$ cat src/rtl/quantile_host_pkg.sv
// Shared types and defaults for the quantile core host driver.
// The command word is {instr, data, rd} and is stored packed in the command FIFO.
package quantile_host_pkg;

    localparam int          QH_WORD_W     = 32;
    localparam logic [31:0] QH_NOP_INSTR  = 32'h0;
    localparam int          QH_RD_LATENCY = 2;
    localparam int          QH_CMD_DEPTH  = 4;
    localparam int          QH_RSP_DEPTH  = 4;

    typedef struct packed {
        logic [QH_WORD_W-1:0] instr;
        logic [QH_WORD_W-1:0] data;
        logic                 rd;
    } qh_cmd_t;

    localparam int QH_CMD_W = $bits(qh_cmd_t);

endpackage

$ cat src/rtl/quantile_sync_fifo.sv
// Single-clock FIFO with occupancy count. The head word reads as zero while empty.
// DEPTH must be a power of 2 so the pointers wrap naturally.
module quantile_sync_fifo
    import quantile_host_pkg::*;
#(
    parameter int WIDTH = QH_WORD_W,
    parameter int DEPTH = 4
) (
    input  logic                     clk,
    input  logic                     rst_n,
    input  logic                     push,
    input  logic [WIDTH-1:0]         push_data,
    input  logic                     pop,
    output logic [WIDTH-1:0]         pop_data,
    output logic                     full,
    output logic                     empty,
    output logic [$clog2(DEPTH):0]   count
);

    localparam int             AW       = $clog2(DEPTH);
    localparam logic [AW:0]    FULL_CNT = (AW + 1)'(DEPTH);

    logic [WIDTH-1:0] mem [DEPTH];
    logic [AW-1:0]    wr_ptr;
    logic [AW-1:0]    rd_ptr;
    logic [AW:0]      cnt;
    logic             do_push;
    logic             do_pop;

    assign full     = (cnt == FULL_CNT);
    assign empty    = (cnt == '0);
    assign count    = cnt;
    assign do_push  = push && !full;
    assign do_pop   = pop && !empty;
    assign pop_data = empty ? '0 : mem[rd_ptr];

    always_ff @(posedge clk or negedge rst_n) begin
        if (!rst_n) begin
            wr_ptr <= '0;
            rd_ptr <= '0;
            cnt    <= '0;
        end else begin
            if (do_push) wr_ptr <= wr_ptr + 1'b1;
            if (do_pop)  rd_ptr <= rd_ptr + 1'b1;
            case ({do_push, do_pop})
                2'b10:   cnt <= cnt + 1'b1;
                2'b01:   cnt <= cnt - 1'b1;
                default: cnt <= cnt;
            endcase
        end
    end

    // Storage carries no reset; only the pointers and count define validity.
    always_ff @(posedge clk) begin
        if (do_push) mem[wr_ptr] <= push_data;
    end

endmodule

$ cat src/rtl/quantile_host_driver.sv
// Host-side initiator for the quantile core: queues commands, issues one per cycle,
// and returns read results through a credit-protected response FIFO.
module quantile_host_driver
    import quantile_host_pkg::*;
#(
    parameter int RD_LATENCY = QH_RD_LATENCY,
    parameter int CMD_DEPTH  = QH_CMD_DEPTH,
    parameter int RSP_DEPTH  = QH_RSP_DEPTH
) (
    input  logic        clk,
    input  logic        rst_n,
    input  logic        cmd_valid,
    output logic        cmd_ready,
    input  logic [31:0] cmd_instr,
    input  logic [31:0] cmd_data,
    input  logic        cmd_rd,
    output logic        rsp_valid,
    input  logic        rsp_ready,
    output logic [31:0] rsp_data,
    output logic [31:0] instruction,
    output logic [31:0] input_data,
    input  logic [31:0] output_data,
    output logic        busy
);

    qh_cmd_t                       cmd_in;
    qh_cmd_t                       cmd_head;
    logic [QH_CMD_W-1:0]           cmd_head_bits;
    logic                          cmd_full;
    logic                          cmd_empty;
    logic [$clog2(CMD_DEPTH):0]    cmd_count;
    logic                          rsp_full;
    logic                          rsp_empty;
    logic [$clog2(RSP_DEPTH):0]    rsp_count;
    logic [RD_LATENCY-1:0]         rd_tag_p;
    logic                          credit_blocked;
    logic                          issue_fire;
    logic                          issue_rd;
    logic                          rsp_push;

    function automatic int count_tags(input logic [RD_LATENCY-1:0] tags);
        int n;
        n = 0;
        for (int i = 0; i < RD_LATENCY; i++) n += int'(tags[i]);
        return n;
    endfunction

    assign cmd_in    = '{instr: cmd_instr, data: cmd_data, rd: cmd_rd};
    assign cmd_head  = qh_cmd_t'(cmd_head_bits);
    assign cmd_ready = !cmd_full;

    quantile_sync_fifo #(
        .WIDTH (QH_CMD_W),
        .DEPTH (CMD_DEPTH)
    ) u_cmd_fifo (
        .clk       (clk),
        .rst_n     (rst_n),
        .push      (cmd_valid && cmd_ready),
        .push_data (cmd_in),
        .pop       (issue_fire),
        .pop_data  (cmd_head_bits),
        .full      (cmd_full),
        .empty     (cmd_empty),
        .count     (cmd_count)
    );

    // Every tag in flight already owns a response slot, so a push can never find the FIFO full.
    assign credit_blocked = rsp_full ||
                            ((int'(rsp_count) + count_tags(rd_tag_p)) >= RSP_DEPTH);
    assign issue_fire     = !cmd_empty && !(cmd_head.rd && credit_blocked);
    assign issue_rd       = issue_fire && cmd_head.rd;

    // Issue stage: registered instruction/data plus the read tag entering the pipe
    always_ff @(posedge clk or negedge rst_n) begin
        if (!rst_n) begin
            instruction <= QH_NOP_INSTR;
            input_data  <= '0;
            rd_tag_p    <= '0;
        end else begin
            if (issue_fire) begin
                instruction <= cmd_head.instr;
                input_data  <= cmd_head.data;
            end else begin
                instruction <= QH_NOP_INSTR;
                input_data  <= '0;
            end
            rd_tag_p[0] <= issue_rd;
            for (int i = 1; i < RD_LATENCY; i++) rd_tag_p[i] <= rd_tag_p[i-1];
        end
    end

    // Capture stage: a tag leaving the pipe samples the core result on this edge
    assign rsp_push = rd_tag_p[RD_LATENCY-1];

    quantile_sync_fifo #(
        .WIDTH (QH_WORD_W),
        .DEPTH (RSP_DEPTH)
    ) u_rsp_fifo (
        .clk       (clk),
        .rst_n     (rst_n),
        .push      (rsp_push),
        .push_data (output_data),
        .pop       (rsp_ready),
        .pop_data  (rsp_data),
        .full      (rsp_full),
        .empty     (rsp_empty),
        .count     (rsp_count)
    );

    assign rsp_valid = !rsp_empty;
    assign busy      = (cmd_count != '0) || (|rd_tag_p);

endmodule

$ cat config.mk
export PLATFORM = sky130hd
export DESIGN_NAME = quantile_host_driver
export DESIGN_NICKNAME = d
export VERILOG_FILES = /design/src/rtl/quantile_host_pkg.sv /design/src/rtl/quantile_sync_fifo.sv /design/src/rtl/quantile_host_driver.sv
export SDC_FILE = /design/constraint.sdc
export NUM_CORES = 1
export LEC_CHECK = 0
export CELL_PAD_IN_SITES_DETAIL_PLACEMENT = 1
export CELL_PAD_IN_SITES_GLOBAL_PLACEMENT = 2
export CORE_UTILIZATION = 43
export DETAILED_ROUTE_END_ITERATION = 8
export HOLD_SLACK_MARGIN = 0.05
export PLACE_DENSITY = 0.78
export RECOVER_POWER = 50
export SLEW_MARGIN = 15
export SYNTH_ARGS = -nofsm -noshare
export SYNTH_HDL_FRONTEND = slang
export SYNTH_SLANG_ARGS = --single-unit
$ cat constraint.sdc
create_clock -name clk -period 3.4 [get_ports clk]
set_clock_uncertainty 0.2 [all_clocks]
set_input_delay 0.68 -clock clk [delete_from_list [all_inputs] [get_ports clk]]
set_output_delay 0.68 -clock clk [all_outputs]
set_load 0.01 [all_outputs]
Routed metal, one color a layer:
Two of the layers only.
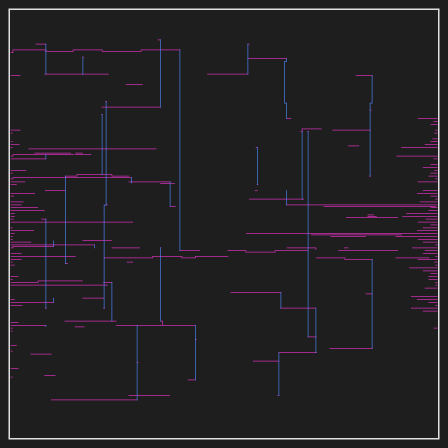
[blue] M4 | wire length: 836 um
[magenta] M3 | wire length: 2080 um

Met2 routing:
Cells faint in the background.
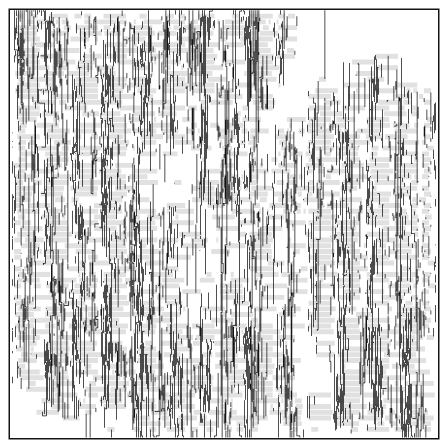
nets with wire on the layer: 1091
share of all routed wire: 50%

==> changes_impl.md <==
### Metrics

* Outcome: finished with violations
* Violated checks: capacitance limit, slew limit
* Yosys top cell by area: edfxtp_1
* Yosys warning total at 0
* Placed Area at between 20000 and 25000 sq um
* Sequential share of the synthesized area at 78.7%
* Total GRT Usage at approximately a fifth
* Syn avg cell area at 20.5 sq um
* Setup crit end: rsp_data[21]
* P_leak at ~7.7 nW
* Area-dominant class: flip-flops and latches
* Post-synth ARST share at roughly 17%
* WP depth at 4
* Seq pwr share at 41.3%
* GP Congestion at 0.681
* Ys flops at approximately 470
* VDD IR-drop max at just under 0.5 mV
* Kind of cell adding the most delay to the critical path: buffers and inverters
* Area Overhead vs Synth at 25.1%
* Logic pwr share at 31.5%
* Seq. pwr at 8.11 mW
* GRT busiest layer: met2
* Clk Latency, worst-skew pair at between 0.5 and 0.6 ns
* Met2 usage at 31.3%
* Dominant flop cell: edfxtp_1
* N_taps at 525
* Clock-cell share at between 7 and 8%
* Seq/total area at 63.0%
* Final setup vio count at 0
* Crit-path cells: buf_12, mux4_2, and2_1, clkdlybuf4s50_1
* R2R cell count at 3
* CORE AREA at between 30000 and 40000 sq um
* Area of the mapped netlist at 17300 sq um
* Global-route met1 utilization at 24.6%
* Worst slew margin at -17.0%
* Max Cap Viol at 2
* Mux cell area share at roughly an eighth
* Largest net degree at the start of global routing at a little under 70
* Vias in the first global route at approximately 9500
* Final Max-Slew Violation Tally at ~84
* Final net count at roughly 1200
* Final period util at a little over nine tenths
* WHS at 0.200 ns
* Power Density at 906 nW/um^2
* Fmax at 0.303 GHz
* Row Count at 73
* Die W at between 200 and 250 um
* Critical path buffers and inverters at 2
* Initial antenna violation count at 14
* Worst Hold End: rd_tag_p[1]$_DFF_PN0_
* Placed Cells at ~1500
The clock network:
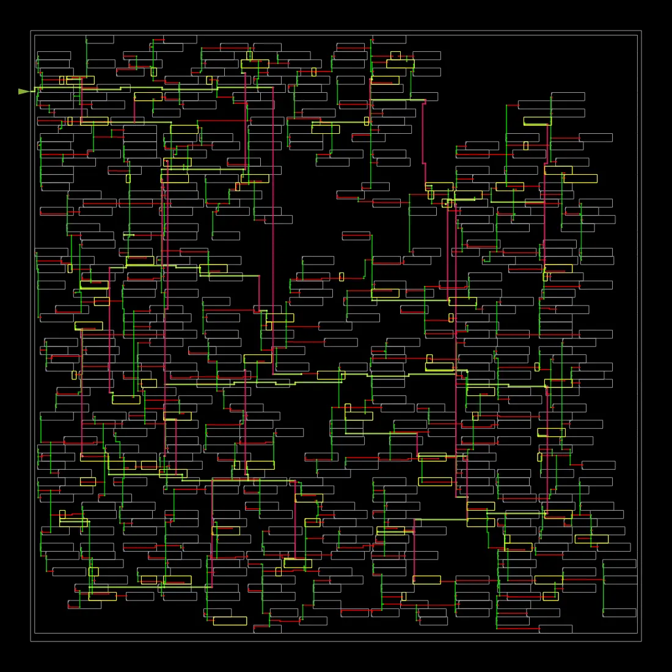
P_clk: 5.35 mW
clkbuf count: 69
total CTS buffers: 49
number of sequential cells: 468
TritonCTS Sinks: 468

The metal 4 layer:
Bar = 50 um. Cells faint in the background.
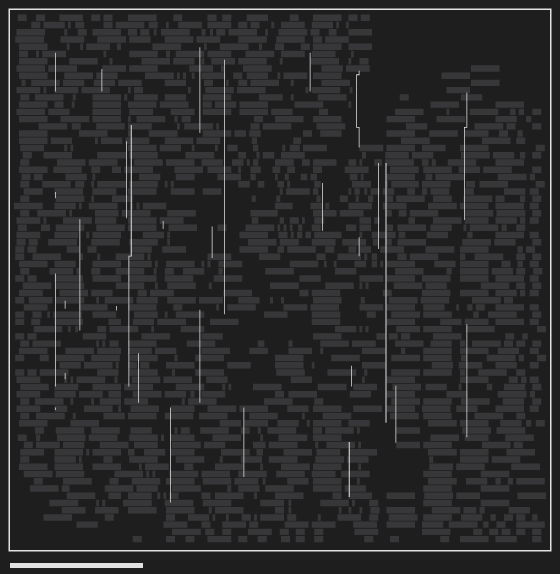
nets with wire on the layer: 14
main direction: vertical
wire length on this layer: 836 um

Power and IR drop assume default switching activity.
